<file path="src/rtl/pipe_hazard_ctrl.sv">
// Stall/flush controller for the 5-stage pipeline: load-use stalls, taken-branch squashes,
// data-memory wait freezes with a watchdog, and a saturating stall-cycle counter.
module pipe_hazard_ctrl #(
   parameter int MEM_TIMEOUT = 16,
   parameter int CNT_W       = 32
) (
   input  logic             clk,
   input  logic             resetl,
   input  logic [4:0]       id_rs1,
   input  logic [4:0]       id_rs2,
   input  logic             id_use_rs1,
   input  logic             id_use_rs2,
   input  logic [4:0]       ex_rd,
   input  logic             ex_memread,
   input  logic             ex_regwrite,
   input  logic             ex_br_taken,
   input  logic             mem_req,
   input  logic             dmem_ready,
   output logic             pc_stall,
   output logic             ifid_stall,
   output logic             ifid_flush,
   output logic             idex_flush,
   output logic             front_freeze,
   output logic             memwb_bubble,
   output logic             mem_fault,
   output logic [CNT_W-1:0] stall_cycles
);

   localparam int WC_W = $clog2(MEM_TIMEOUT + 1);

   typedef enum logic [1:0] {
      RUN      = 2'd0,
      MEM_WAIT = 2'd1,
      FAULT    = 2'd2
   } state_t;

   state_t            state_reg;
   state_t            state_next;
   logic [WC_W-1:0]   wait_cnt_reg;
   logic [WC_W-1:0]   wait_cnt_next;
   logic [CNT_W-1:0]  stall_cycles_reg;

   logic freeze;
   logic branch;
   logic luse;
   logic rs_match;

   always_comb begin
      freeze   = (state_reg == FAULT) | (mem_req & ~dmem_ready);
      branch   = ex_br_taken & ~freeze;
      rs_match = (id_use_rs1 & (id_rs1 == ex_rd)) | (id_use_rs2 & (id_rs2 == ex_rd));
      // XZR is never a real destination, so it cannot create a hazard
      luse     = ex_memread & ex_regwrite & (ex_rd != 5'd31) & rs_match
                 & ~freeze & ~ex_br_taken;
   end

   always_comb begin
      pc_stall     = resetl & (freeze | luse);
      ifid_stall   = resetl & (freeze | luse);
      ifid_flush   = resetl & branch;
      idex_flush   = resetl & (branch | luse);
      front_freeze = resetl & freeze;
      memwb_bubble = resetl & freeze;
      mem_fault    = resetl & (state_reg == FAULT);
   end

   always_comb begin
      state_next    = state_reg;
      wait_cnt_next = wait_cnt_reg;
      case (state_reg)
         RUN: begin
            if (mem_req & ~dmem_ready) begin
               state_next    = MEM_WAIT;
               wait_cnt_next = WC_W'(1);
            end else begin
               wait_cnt_next = '0;
            end
         end
         MEM_WAIT: begin
            // a dropped request is treated as completion
            if (~mem_req | dmem_ready) begin
               state_next    = RUN;
               wait_cnt_next = '0;
            end else if (wait_cnt_reg == WC_W'(MEM_TIMEOUT - 1)) begin
               state_next    = FAULT;
            end else begin
               wait_cnt_next = wait_cnt_reg + WC_W'(1);
            end
         end
         FAULT: begin
            state_next = FAULT;
         end
         default: begin
            state_next    = RUN;
            wait_cnt_next = '0;
         end
      endcase
   end

   always_ff @(posedge clk or negedge resetl) begin
      if (!resetl) begin
         state_reg        <= RUN;
         wait_cnt_reg     <= '0;
         stall_cycles_reg <= '0;
      end else begin
         state_reg    <= state_next;
         wait_cnt_reg <= wait_cnt_next;
         if (pc_stall && (stall_cycles_reg != {CNT_W{1'b1}})) begin
            stall_cycles_reg <= stall_cycles_reg + CNT_W'(1);
         end
      end
   end

   assign stall_cycles = stall_cycles_reg;

endmodule

</file>
<file path="config.mk">
export PLATFORM = sky130hd
export DESIGN_NAME = pipe_hazard_ctrl
export DESIGN_NICKNAME = d
export VERILOG_FILES = /design/src/rtl/pipe_hazard_ctrl.sv
export SDC_FILE = /design/constraint.sdc
export NUM_CORES = 1
export LEC_CHECK = 0
export ABC_AREA = 1
export CORE_MARGIN = 2
export CORE_UTILIZATION = 30
export CTS_CLUSTER_SIZE = 12
export DETAILED_ROUTE_END_ITERATION = 10
export HOLD_SLACK_MARGIN = 0.03
export PLACE_DENSITY_LB_ADDON = 0.08
export SLEW_MARGIN = 0
export SYNTH_ARGS = -nofsm -noshare
export SYNTH_HDL_FRONTEND = slang
export SYNTH_SLANG_ARGS = --single-unit
</file>
<file path="constraint.sdc">
create_clock -name clk -period 4.85 [get_ports clk]
set_input_delay 1.2125 -clock clk [delete_from_list [all_inputs] [get_ports clk]]
set_output_delay 1.2125 -clock clk [all_outputs]
set_load 0.005 [all_outputs]
</file>
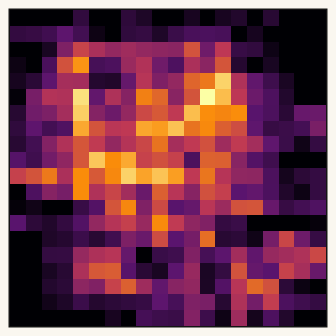
(signal metal coverage by tile)
20 x 20 tiles, from black (low) to pale yellow (high), scaled to the fullest tile. Values are wire area over tile area, all layers added.
22% of the tiles are over half the peak. The mean over all tiles is 0.11. The fullest tile reaches 0.39. The densest ninth of the die: middle.
Tot GR Track Use: 0.157
overall via count from detail_route: 2837
WL/cell: 11.9 um

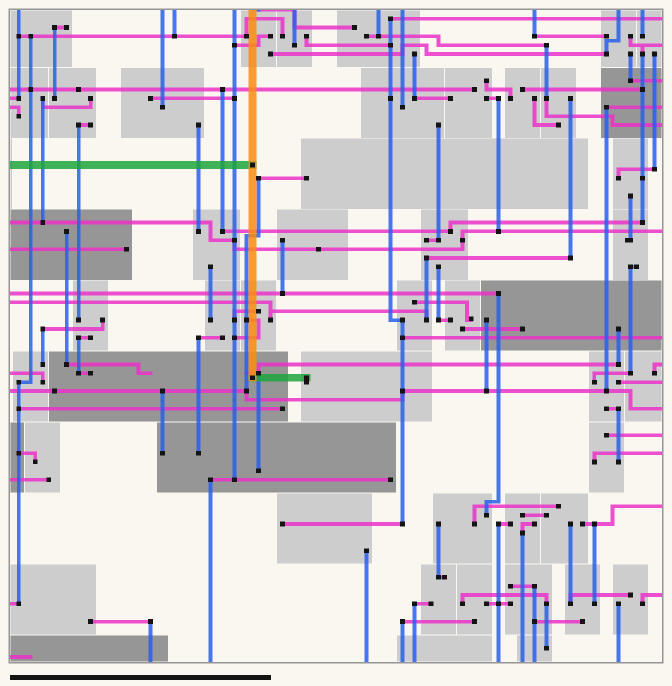
(close-up of the layout)
Bar = 10 um. Window x 39 to 64, y 18 to 43 um. Cells in gray, sequential cells in the stronger gray; small squares are vias.
Key: met3 = green; met1 = magenta; met2 = blue; met4 = orange
Sequential cells in the window: 4. Most frequent: nand2_1 (15), nand3_1 (7). Netlist names of flops here include stall_cycles (4). 44 logic cells have their middle in the window.

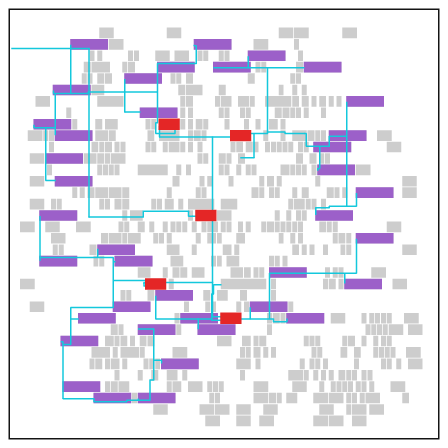
(clock distribution)
Key: clock wires = cyan [length 645 um]; flip-flops = purple [count 39]; cells driving clock nets = red [count 5]
Position of the flops: widely spread. There are 6 routed clock nets.
Clock Skew: 9.21 ps
clock latency reported for the late side of the worst-skew pair: 300 ps

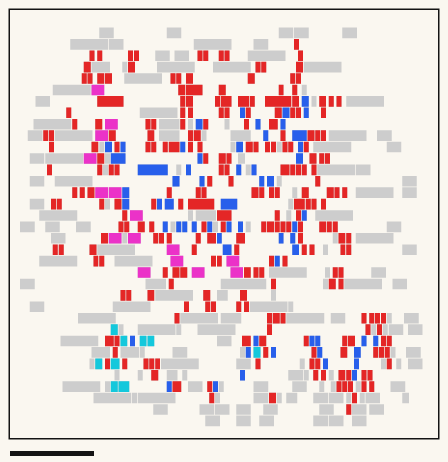
(gate families picked out)
Bar = 20 um.
Key: NOR gates = blue [cells 61]; XOR/XNOR gates = magenta [cells 15]; inverting AOI/OAI gates = cyan [cells 9, where bottom left]; NAND gates = red [cells 252]
share of cell area taken by multi-input logic gates: 0.434
leading cell type in the layout, fill and taps excluded: sky130_fd_sc_hd__nand2_1
post-route insts no fill: 637

==> commit_impl_results.txt <==
Log flow metrics for this revision

- The flow ran to the end, and the final reports show no timing, DRC or antenna violations.
* CP dominant cell by count: sky130_fd_sc_hd__nand2_1
* Power attributed to the clock group: about 290 uW
- Yosys printed 0 warnings.
- Met3 Track Usage GR: 0.0253
- The root buffer cell chosen for the clock tree is sky130_fd_sc_hd__clkbuf_8.
- The timing report gives the worst reg2reg path a setup slack of roughly 2600 ps.
* Number of buffers added to fix hold violations after cts: 0
- Maximum ir drop on the vdd rail: 0.120 mV
- Launching element of the worst setup path: ex_rd[3]
- Total placed instance area: between 3000 and 4000 um2
- According to the finish report, the design has a final net count of 534.
- Class of the tightest hold or removal check: flip-flop to flip-flop
- For the sequential group, total power comes out at between 300 and 400 uW.
* Routed length on met1: 3890 um
- I/O pin count: about 63
* Hold path depth: 2
- At the pin with the least slew margin, the transition time is between 500 and 600 ps.
- Layer with the highest usage: met2
* TritonCTS clock tree: built
- On the critical path the largest part of the delay comes from buffers and inverters.
- Width of the chip: approximately 100 um
- Setup violations remaining at the end of the flow were counted as 0.
* Cell area after synthesis: between 2000 and 3000 um2
- Number of flip-flops in the largest register: 32
* Clock edge transition at the registers on the reported setup and hold paths: roughly 80 ps
- CP Capture Point: ifid_stall
- Worst hold start: stall_cycles[1]
- Final worst-path cycle share: 0.849
* Area of the die: 10400 um2
- Fraction of power spent switching nets: 0.265
* Area fraction of clock buffers and clock inverters: 0.0318
- DRT Pass-1 Iters: 4
- Of the total power, the clock network draws 0.371.
- Reg-to-reg endpoint: stall_cycles[12]
- Syn Nets: between 400 and 500
* Final routed wirelength across all metal layers: 7610 um
* XOR-XNOR Cells, Area Fraction: 0.0456
- By area, the class that comes first in the final layout consists of multi-input combinational cells.
- The via count of the first global-routing pass was 2755.
- Internal power consumption: between 500 and 600 uW
- Required time of the critical path: about 3600 ps
- The longest incremental delay of any stage on the critical path is reported as 520 ps.
- Largest combinational cell category by area: simple AND/OR/NAND/NOR gates
- Critical Path, Cell by Cell: clkdlybuf4s50_1 -> inv_1 -> nand2_1 -> nand2_1 -> nor2_1 -> nand3_1 -> nand2_1 -> nand3_1 -> nand2_2 -> clkdlybuf4s50_1
- Fraction of final layout cells with drive strength greater than 1: 0.0512
- Number of input and output port buffers inserted: 62
- RePlAce Congestion: ~0.87
- Max-slew check failures listed in the final report amount to 0.
- The detailed router used layers up to and including met4.
- The data arrival time reported for the critical path is around 2900 ps.
- Once routing completed, OpenROAD measured the worst setup slack at roughly 730 ps.
* Share of power burned in registers: 0.465
- The fraction of final cell area spent on non-clock buffers in this run is 0.170.
- Post-synth the commonest register cell is sky130_fd_sc_hd__dfrtp_1.
- Final non-filler cell area: ~3700 um2
* Count of sequential standard cells: 39
* Length of routed met2 wiring: between 3000 and 4000 um
* Met2 layer usage reported by global route: 0.243
- Setup repair after global routing left no endpoint under its margin.
- Remaining antenna violation count after routing: 0
- Place WS: roughly 720 ps
* YS chip area: roughly 2900 um2
- Per the OpenROAD timing report, the critical path contains 10 cells.
* Post-CTS setup-driven buffer insertion count: 0
- The tool warning count for the run is 26.
- For met1 alone, demand over resource in global routing was 0.230.
- Counting tap cells, the placed design contains a total of ~630 instances.
* Synth Area in Simple Gates: 0.478
- CTS Buf Count: 5
* Sequential standard cell area: between 900 and 1000 um2
- Multi-input combinational cells in the finished layout were counted as 341.
- The power report puts the leakage power at 1.77 nW.
- For this run the detailed placement stage logged an HPWL of about 5700 um.
* Top library cells by usage in the layout, fill and taps aside: 188 x sky130_fd_sc_hd__nand2_1, 61 x sky130_fd_sc_hd__clkdlybuf4s50_1, 54 x sky130_fd_sc_hd__inv_1
- Total cells reported by yosys after synthesis: 447
* Filler instances: 1032
* Total chip power: roughly 780 uW
* Remaining routing DRC violations: 0
- Maximum number of pins on one net before global-route repair: about 40
- Wire segments on met3 add up to 333 um in the final route.
- Register fraction of the total cell area: 0.264
- Summed over all layers, the global routing overflow is 0.
- Number of enable flip-flop cells: 0
* Area of the placeable core: about 9300 um2
* Async set-or-reset flop fraction in the synthesized netlist: 1.00
* Library cell with the highest instance count after synthesis: sky130_fd_sc_hd__nand2_1
- Post-CTS repair changed the size of 0 cells.
* H-Tree Level Count: 2
* Main area contributors: sky130_fd_sc_hd__dfrtp_1 34%, sky130_fd_sc_hd__nand2_1 24%, sky130_fd_sc_hd__nand3_1 8.3%
- Checking max transition, the worst relative margin is 0.655.
- CTS reports a maximum clock tree buffer depth of 2.
- Pwr Density: between 200 and 250 nW/um2
- Number of sinks on the clock net: 39
* Source of the worst register-to-register timing path: stall_cycles[0]
- Tally of unique sky130hd cells used after synthesis: 28
* Worst slack on hold paths: around 530 ps
- Summing all multi-input logic gate instances after layout gives 1600 um2.
- The worst path needs around 4100 ps of the cycle, external delays included.
* Antenna violations before repair: 0
* Via-per-instance ratio: about 4.5
- For hold timing, the worst endpoint is stall_cycles[1].
- The number of antenna diodes in the final layout is 0.
- The final hold violation count recorded for this run is 0.
* Critical Path End Type: output port
* Max Clock Freq: 0.243 GHz
- Per report_power, the top consumer among the power groups is sequential cells.
- Most used standard cells in the synthesized netlist: 188 x sky130_fd_sc_hd__nand2_1, 54 x sky130_fd_sc_hd__inv_1, 48 x sky130_fd_sc_hd__nand3_1
- Worst-path cell with the longest stage delay: sky130_fd_sc_hd__clkdlybuf4s50_1
- Startpoint Class: input port
- Number of buffers other than clock buffers in the final layout: between 60 and 70
- Per report_power, the Combinational row totals about 130 uW.
- The first global-routing pass estimated between 10000 and 15000 um of wire.
- The layout has about 56 inverters outside the clock class.
- Critical path peak fanout: 4
* First DRT Iteration DRCs: 104
- Adding up every negative setup slack in the final design gives 0 ps.
- Area fraction in compound gates: 0.0195
* P_sw: between 200 and 250 uW
- At the end of the flow the core is filled with cells to 0.399.
- The share of synthesized area in the top cell type comes to 0.339.
* Seq/Total Area, Yosys: 0.339
- The synthesized design spends more area on one cell type than any other, namely sky130_fd_sc_hd__dfrtp_1.
- Per the layout report, the design carries 6 clock buffers.
- Cells after synthesis: between 400 and 500
* Comb pwr share: 0.164
- Per the post-run analysis, buffers plus inverters along the critical path come to 3.
- Well-tap cell count: 129
- Length in cells of the worst reg-to-reg path: 9
- The floorplan step set the die height to 102 um.
- Std-Cell Rows: 35
* Area share of fa/ha/maj cells after synthesis: 0.0130
- Max-capacitance violation count: 0
* Fraction of synthesized area in multiplexers: 0
* Syn_area_per_cell: roughly 6.4 um2
- The share of the core area taken by cells at floorplan is 0.311.
- Area overhead of the layout relative to synthesis: 28.3%
- Synthesis inferred 39 register bits.
No activity file was given, so power comes from the tool's default toggle rates.
